===== src/rtl/bundle_add_cut_sequencer.sv =====
// ---------------------------------------------------------------------------
// bundle_add_cut_sequencer
//
// Purpose:
//   Sequencer for the FP32 element add-and-cut bundling datapath. On start it
//   walks two hypervectors A and B in a shared RAM (one read port, one write
//   port). Each element pair goes to an external pipelined fp_add_sub. Each
//   sum is clipped to [-CUT_MAG, +CUT_MAG] and written to DST in element
//   order.
//
// Ports:
//   clk, reset          clock (rising edge) / asynchronous active-high reset
//   start               run request, only honoured in IDLE
//   addr_a/b/dst [20:0] base addresses, latched when start is accepted
//   raddress    [20:0]  RAM read address (data_rd valid one clock later)
//   data_rd     [31:0]  RAM read data
//   we_n                RAM write enable, active low
//   waddress    [20:0]  RAM write address
//   data_wr     [31:0]  RAM write data
//   add_dataa/b [31:0]  registered adder operands
//   add_result  [31:0]  adder sum, ADD_LATENCY clocks after the operands
//   busy                high from accepted start until done
//   done                one-clock pulse after the last write
//   clip_count  [20:0]  number of elements clipped in the last run
//
// Build option:
//   BUNDLE_SEQ_CLIP_COUNT_EN - when defined, the clip counter is built. It is
//   cleared on an accepted start, incremented once per clipped write,
//   saturates at all-ones and holds until the next start. When undefined,
//   clip_count is tied to zero.
// ---------------------------------------------------------------------------
module bundle_add_cut_sequencer #(
  parameter int          HYPERVECTOR_DIMENSIONS = 1000,
  parameter int          NUM_KERNELS            = 1,
  parameter int          ADD_LATENCY            = 7,
  parameter logic [31:0] CUT_MAG                = 32'h3F800000
) (
  input  logic        clk,
  input  logic        reset,
  input  logic        start,
  input  logic [20:0] addr_a,
  input  logic [20:0] addr_b,
  input  logic [20:0] addr_dst,
  output logic [20:0] raddress,
  input  logic [31:0] data_rd,
  output logic        we_n,
  output logic [20:0] waddress,
  output logic [31:0] data_wr,
  output logic [31:0] add_dataa,
  output logic [31:0] add_datab,
  input  logic [31:0] add_result,
  output logic        busy,
  output logic        done,
  output logic [20:0] clip_count
);

  localparam int              N       = (HYPERVECTOR_DIMENSIONS + NUM_KERNELS - 1) / NUM_KERNELS;
  localparam int              CNT_W   = $clog2(N + 1);
  localparam logic [CNT_W-1:0] N_CNT  = CNT_W'(N);
  localparam logic [30:0]     CUT_ABS = CUT_MAG[30:0];

  typedef enum logic [2:0] {
    S_IDLE,
    S_RD_A,
    S_RD_B,
    S_DRAIN,
    S_FIN
  } state_t;

  state_t r_state;
  state_t w_state_next;

  logic             w_accept;
  logic             w_more;
  logic [CNT_W-1:0] w_rd_idx_inc;

  logic [20:0]      r_addr_a;
  logic [20:0]      r_addr_b;
  logic [20:0]      r_addr_dst;
  logic [20:0]      r_raddress;
  logic [CNT_W-1:0] r_rd_idx;
  logic [31:0]      r_a_data;
  logic             r_b_pending;

  logic [31:0]      r_add_a;
  logic [31:0]      r_add_b;
  logic             r_launch;
  logic [ADD_LATENCY-1:0] r_pipe;

  logic             w_result_valid;
  logic             w_clip_hit;
  logic [31:0]      w_clipped;
  logic             r_clip_v;
  logic [31:0]      r_clip_data;

  logic             r_we_n;
  logic [20:0]      r_waddress;
  logic [31:0]      r_data_wr;
  logic [CNT_W-1:0] r_wr_idx;

  assign w_rd_idx_inc = r_rd_idx + CNT_W'(1);
  assign w_more       = (w_rd_idx_inc < N_CNT);

  // ---------------------------------------------------------------- FSM
  always_ff @(posedge clk or posedge reset) begin
    if (reset) begin
      r_state <= S_IDLE;
    end else begin
      r_state <= w_state_next;
    end
  end

  always_comb begin
    w_state_next = r_state;
    w_accept     = 1'b0;
    busy         = 1'b0;
    done         = 1'b0;
    case (r_state)
      S_IDLE: begin
        if (start) begin
          w_accept     = 1'b1;
          w_state_next = S_RD_A;
        end
      end
      S_RD_A: begin
        busy         = 1'b1;
        w_state_next = S_RD_B;
      end
      S_RD_B: begin
        busy         = 1'b1;
        w_state_next = w_more ? S_RD_A : S_DRAIN;
      end
      S_DRAIN: begin
        busy = 1'b1;
        // The write counter is already N while the final write is on the bus.
        if (!r_we_n && (r_wr_idx == N_CNT)) begin
          w_state_next = S_FIN;
        end
      end
      S_FIN: begin
        done         = 1'b1;
        w_state_next = S_IDLE;
      end
      default: w_state_next = S_IDLE;
    endcase
  end

  // ---------------------------------------------------------------- read side
  always_ff @(posedge clk or posedge reset) begin
    if (reset) begin
      r_addr_a    <= 21'd0;
      r_addr_b    <= 21'd0;
      r_addr_dst  <= 21'd0;
      r_raddress  <= 21'd0;
      r_rd_idx    <= '0;
      r_a_data    <= 32'd0;
      r_b_pending <= 1'b0;
    end else begin
      // B[i] appears on data_rd in the clock after the RD_B state.
      r_b_pending <= (r_state == S_RD_B);
      case (r_state)
        S_IDLE: begin
          if (w_accept) begin
            r_addr_a   <= addr_a;
            r_addr_b   <= addr_b;
            r_addr_dst <= addr_dst;
            r_raddress <= addr_a;
            r_rd_idx   <= '0;
          end
        end
        S_RD_A: begin
          r_raddress <= r_addr_b + 21'(r_rd_idx);
        end
        S_RD_B: begin
          r_a_data <= data_rd;
          if (w_more) begin
            r_rd_idx   <= w_rd_idx_inc;
            r_raddress <= r_addr_a + 21'(w_rd_idx_inc);
          end
        end
        default: ;
      endcase
    end
  end

  // ---------------------------------------------------------------- adder launch
  always_ff @(posedge clk or posedge reset) begin
    if (reset) begin
      r_add_a  <= 32'd0;
      r_add_b  <= 32'd0;
      r_launch <= 1'b0;
    end else begin
      r_launch <= r_b_pending;
      if (r_b_pending) begin
        r_add_a <= r_a_data;
        r_add_b <= data_rd;
      end
    end
  end

  // The launch bit travels alongside the adder so that its last stage lines
  // up with the matching add_result.
  generate
    for (genvar gi = 0; gi < ADD_LATENCY; gi++) begin : g_pipe
      always_ff @(posedge clk or posedge reset) begin
        if (reset) begin
          r_pipe[gi] <= 1'b0;
        end else if (gi == 0) begin
          r_pipe[gi] <= r_launch;
        end else begin
          r_pipe[gi] <= r_pipe[(gi == 0) ? 0 : gi - 1];
        end
      end
    end
  endgenerate

  assign w_result_valid = r_pipe[ADD_LATENCY-1];

  // ---------------------------------------------------------------- clip
  // The magnitude compare on the raw bits orders all finite values correctly
  // and also catches Inf/NaN, which carry the largest exponent field.
  assign w_clip_hit = (add_result[30:0] > CUT_ABS);
  assign w_clipped  = w_clip_hit ? {add_result[31], CUT_ABS} : add_result;

  always_ff @(posedge clk or posedge reset) begin
    if (reset) begin
      r_clip_v    <= 1'b0;
      r_clip_data <= 32'd0;
    end else begin
      r_clip_v <= w_result_valid;
      if (w_result_valid) begin
        r_clip_data <= w_clipped;
      end
    end
  end

  // ---------------------------------------------------------------- write
  always_ff @(posedge clk or posedge reset) begin
    if (reset) begin
      r_we_n     <= 1'b1;
      r_waddress <= 21'd0;
      r_data_wr  <= 32'd0;
      r_wr_idx   <= '0;
    end else begin
      r_we_n <= ~r_clip_v;
      if (w_accept) begin
        r_wr_idx <= '0;
      end else if (r_clip_v) begin
        r_waddress <= r_addr_dst + 21'(r_wr_idx);
        r_data_wr  <= r_clip_data;
        r_wr_idx   <= r_wr_idx + CNT_W'(1);
      end
    end
  end

`ifdef BUNDLE_SEQ_CLIP_COUNT_EN
  logic        r_clip_hit;
  logic [20:0] r_clip_count;

  always_ff @(posedge clk or posedge reset) begin
    if (reset) begin
      r_clip_hit   <= 1'b0;
      r_clip_count <= 21'd0;
    end else begin
      if (w_result_valid) begin
        r_clip_hit <= w_clip_hit;
      end
      if (w_accept) begin
        r_clip_count <= 21'd0;
      end else if (r_clip_v && r_clip_hit && (r_clip_count != {21{1'b1}})) begin
        r_clip_count <= r_clip_count + 21'd1;
      end
    end
  end

  assign clip_count = r_clip_count;
`else
  assign clip_count = 21'd0;
`endif

  assign raddress  = r_raddress;
  assign add_dataa = r_add_a;
  assign add_datab = r_add_b;
  assign we_n      = r_we_n;
  assign waddress  = r_waddress;
  assign data_wr   = r_data_wr;

endmodule


===== config.mk =====
export PLATFORM = sky130hd
export DESIGN_NAME = bundle_add_cut_sequencer
export DESIGN_NICKNAME = d
export VERILOG_FILES = /design/src/rtl/bundle_add_cut_sequencer.sv
export SDC_FILE = /design/constraint.sdc
export NUM_CORES = 1
export LEC_CHECK = 0
export CAP_MARGIN = 20
export CORE_ASPECT_RATIO = 2
export CORE_MARGIN = 3
export CORE_UTILIZATION = 45
export CTS_BUF_LIST = sky130_fd_sc_hd__clkbuf_16
export DETAILED_ROUTE_END_ITERATION = 16
export GPL_TIMING_DRIVEN = 0
export PLACE_DENSITY_LB_ADDON = 0.1
export SYNTH_ARGS = -nofsm -noshare
export SYNTH_HDL_FRONTEND = slang
export SYNTH_SLANG_ARGS = --single-unit

===== constraint.sdc =====
create_clock -name clk -period 11.3 [get_ports clk]
set_clock_uncertainty 0.05 [all_clocks]
set_input_delay 1.695 -clock clk [delete_from_list [all_inputs] [get_ports clk]]
set_output_delay 1.695 -clock clk [all_outputs]
set_load 0.05 [all_outputs]

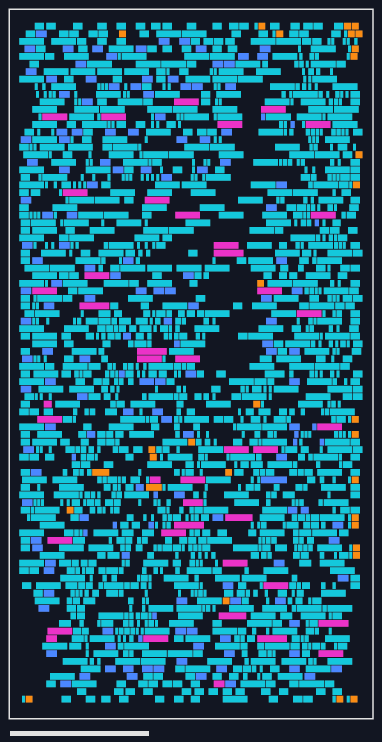
Fig. 1. Sizing map.
Scale bar: 50 microns.
cyan -> drive 1 or less  # cells 1399, share 86%
magenta -> drive 6 and up  # cells 42, share 2.6%
orange -> drive 3 to 4  # cells 31, share 1.9%
blue -> drive 2  # cells 160, share 9.8%
area of all placed cells without fillers: 18230 sq um
area delta synth->final: 30.97%
Worst Setup Slack, final: 7.074 ns
count of plain and timing-repair buffers: 353

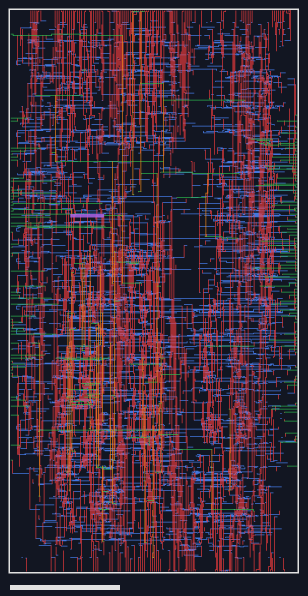
Fig. 2. Signal wires by layer.
Scale bar: 50 microns.
orange -> met4  # wire length 1730 microns
purple -> met5  # wire length 13.8 microns
red -> met2  # wire length 21.1 mm
blue -> met1  # wire length 13600 microns
green -> met3  # wire length 1670 microns

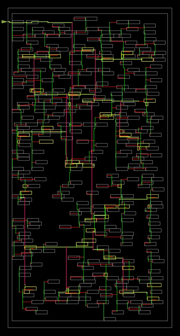
Fig. 3. The clock network.
Late-Pin Clk Latency: 0.56 ns
total number of clock tree sinks: 299
clkbuf count: 29
FF+latch count: 299

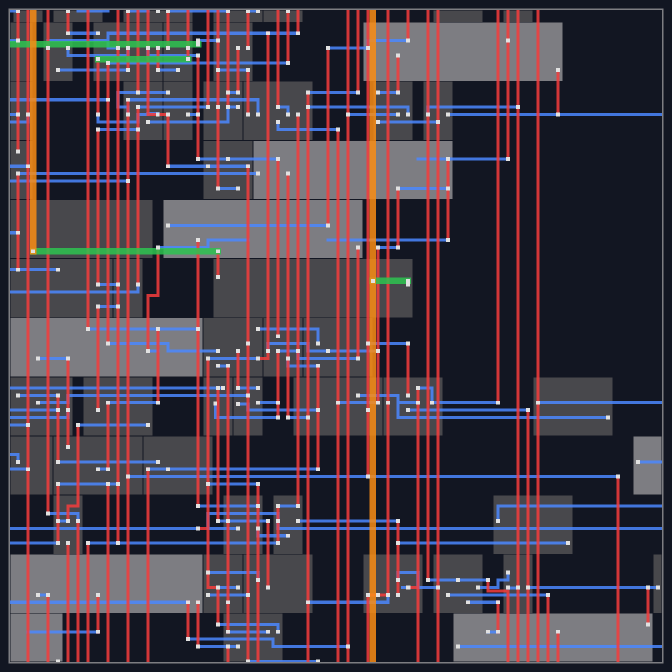
Fig. 4. Close-up of the layout.
Window x 50 to 80, y 112 to 142 microns. Cells in gray, sequential cells in the stronger gray; small squares are vias.
green -> met3
red -> met2
blue -> met1
orange -> met4
cells with their middle in the window = 45
netlist names of flops here include = r_addr_a (4), raddress (2)
most frequent = dfrtp_1 (6), nand2_1 (5), a21oi_1 (5)
sequential cells in the window = 6

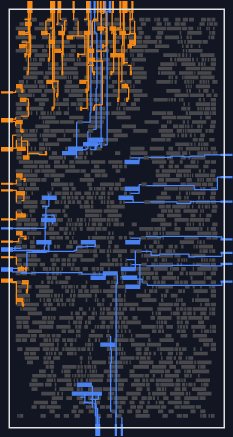
Fig. 5. I/O nets highlighted.
blue -> raddress  # bits 21, direction output, edge 7 east, 5 south, 5 west, 4 north, end cells 21, buffers 21, wire 1340 microns
orange -> data_rd  # bits 32, direction input, edge 20 north, 12 west, end cells 64, buffers 32, wire 1140 microns

## worst register-to-register path, cell delays in order (launching register included)
cell and delay [ns]:
dfrtp_1 0.49, ha_1 0.19, buf_2 0.19, and4_1 0.31
nand4_1 0.14, xnor2_1 0.41, ha_1 0.32, a21o_1 0.15
a31o_2 0.22, a21oi_1 0.42, a21oi_1 0.15, xor2_1 0.17
a22oi_1 0.26, a31oi_1 0.13
## sequential cells by signal (all words and copies together), names as in the netlist, 10 cells and up
register,cells
add_dataa,32
add_datab,32
data_wr,32
r_a_data,32
r_addr_a,21
r_addr_b,21
r_addr_dst,21
r_clip_data,32
r_rd_idx,10
r_wr_idx,10
raddress,21
waddress,21
==> impl_metrics.toml <==
# physical design summary
[routing]
via_per_inst = 5.323
met2RoutedLength_microns = 21110
postRouteWirelength_microns = 38080
detailedRoute.firstIterationViolations = 491
drt_drc_violations_left = 0
wirelength_met1_microns = 13570
wl_per_cell_microns = 19.04
maxUsedRoutingLayer = "met5"
first_pass_iters = 5

[placement]
dp_cells = 1950
pre_cts_slack_ns = 6.942

[finish]
fillerInstances = 2600
final_net_count = 1781
finish.cell_count_without_fillers = 2000
logic_area_sq_um = 5916
largest_class = "registers"
post_route_cells_drive_above_1_share = 0.1428
final_cell_mix = "298 x dfrtp_1, 270 x clkdlybuf4s50_1, 207 x nand2_1"

[synthesis]
synth.top_cell.area_share = 0.5358
yosys_warnings = 0
synthMuxAreaShare = 0.1099
synthesis.instances = 1290
ys_cells = 1290
synth.distinct_cells = 64
ys_sh_adder = 0.03578
commonest_cells_in_the_synthesized_netlist = "298 x dfrtp_1, 207 x nand2_1, 134 x mux2_2"
synth_simple_gate_area_share = 0.1190

[floorplanning]
die_height_microns = 254.7
chip_area_sq_um = 33200
io_pins = 292

[setup_path]
launching_element_of_the_worst_setup_path = "r_state[1]"
worst_setup_path_endpoint = "done"
r2r-start = "r_rd_idx[0]"
cp_cell_sequence = "clkbuf_1 -> clkbuf_1 -> nor3_1 -> clkdlybuf4s50_1"
critical_path.most_common_cell = "clkbuf_1"
timing.critical_path.required_ns = 9.56
cp_capture_type = "output pin"

[global_route]
global_route_met2_usage = 0.4321
grt_util_all_layers = 0.2284
initial_antenna_violation_count = 1
globalRoute.totalOverflow = 0
grt_pass1_vias = 11050
grt-busiest-layer = "met2"

[min_path]
hold_path.class = "reg2reg"
worst_hold_path.num_cells = 0

[power_and_ir_drop]
swShare = 0.4107
power_frac_comb = 0.436
switching_pwr_w = 0.001940

[status]
outcome = "finished, final reports clean"

[final_timing]
unrepaired_setup_endpoints_after_global_routing = "false"
timing.fmax_ghz = 0.2366

[run]
max_cap_viol_count = 0

[clock_tree]
cts.root.buffer_cell = "clkbuf_16"
hold_buffers = 0
worst_setup_hold_path_clk_slew_ns = 0.07
ctsLongestPathBuffers = 3
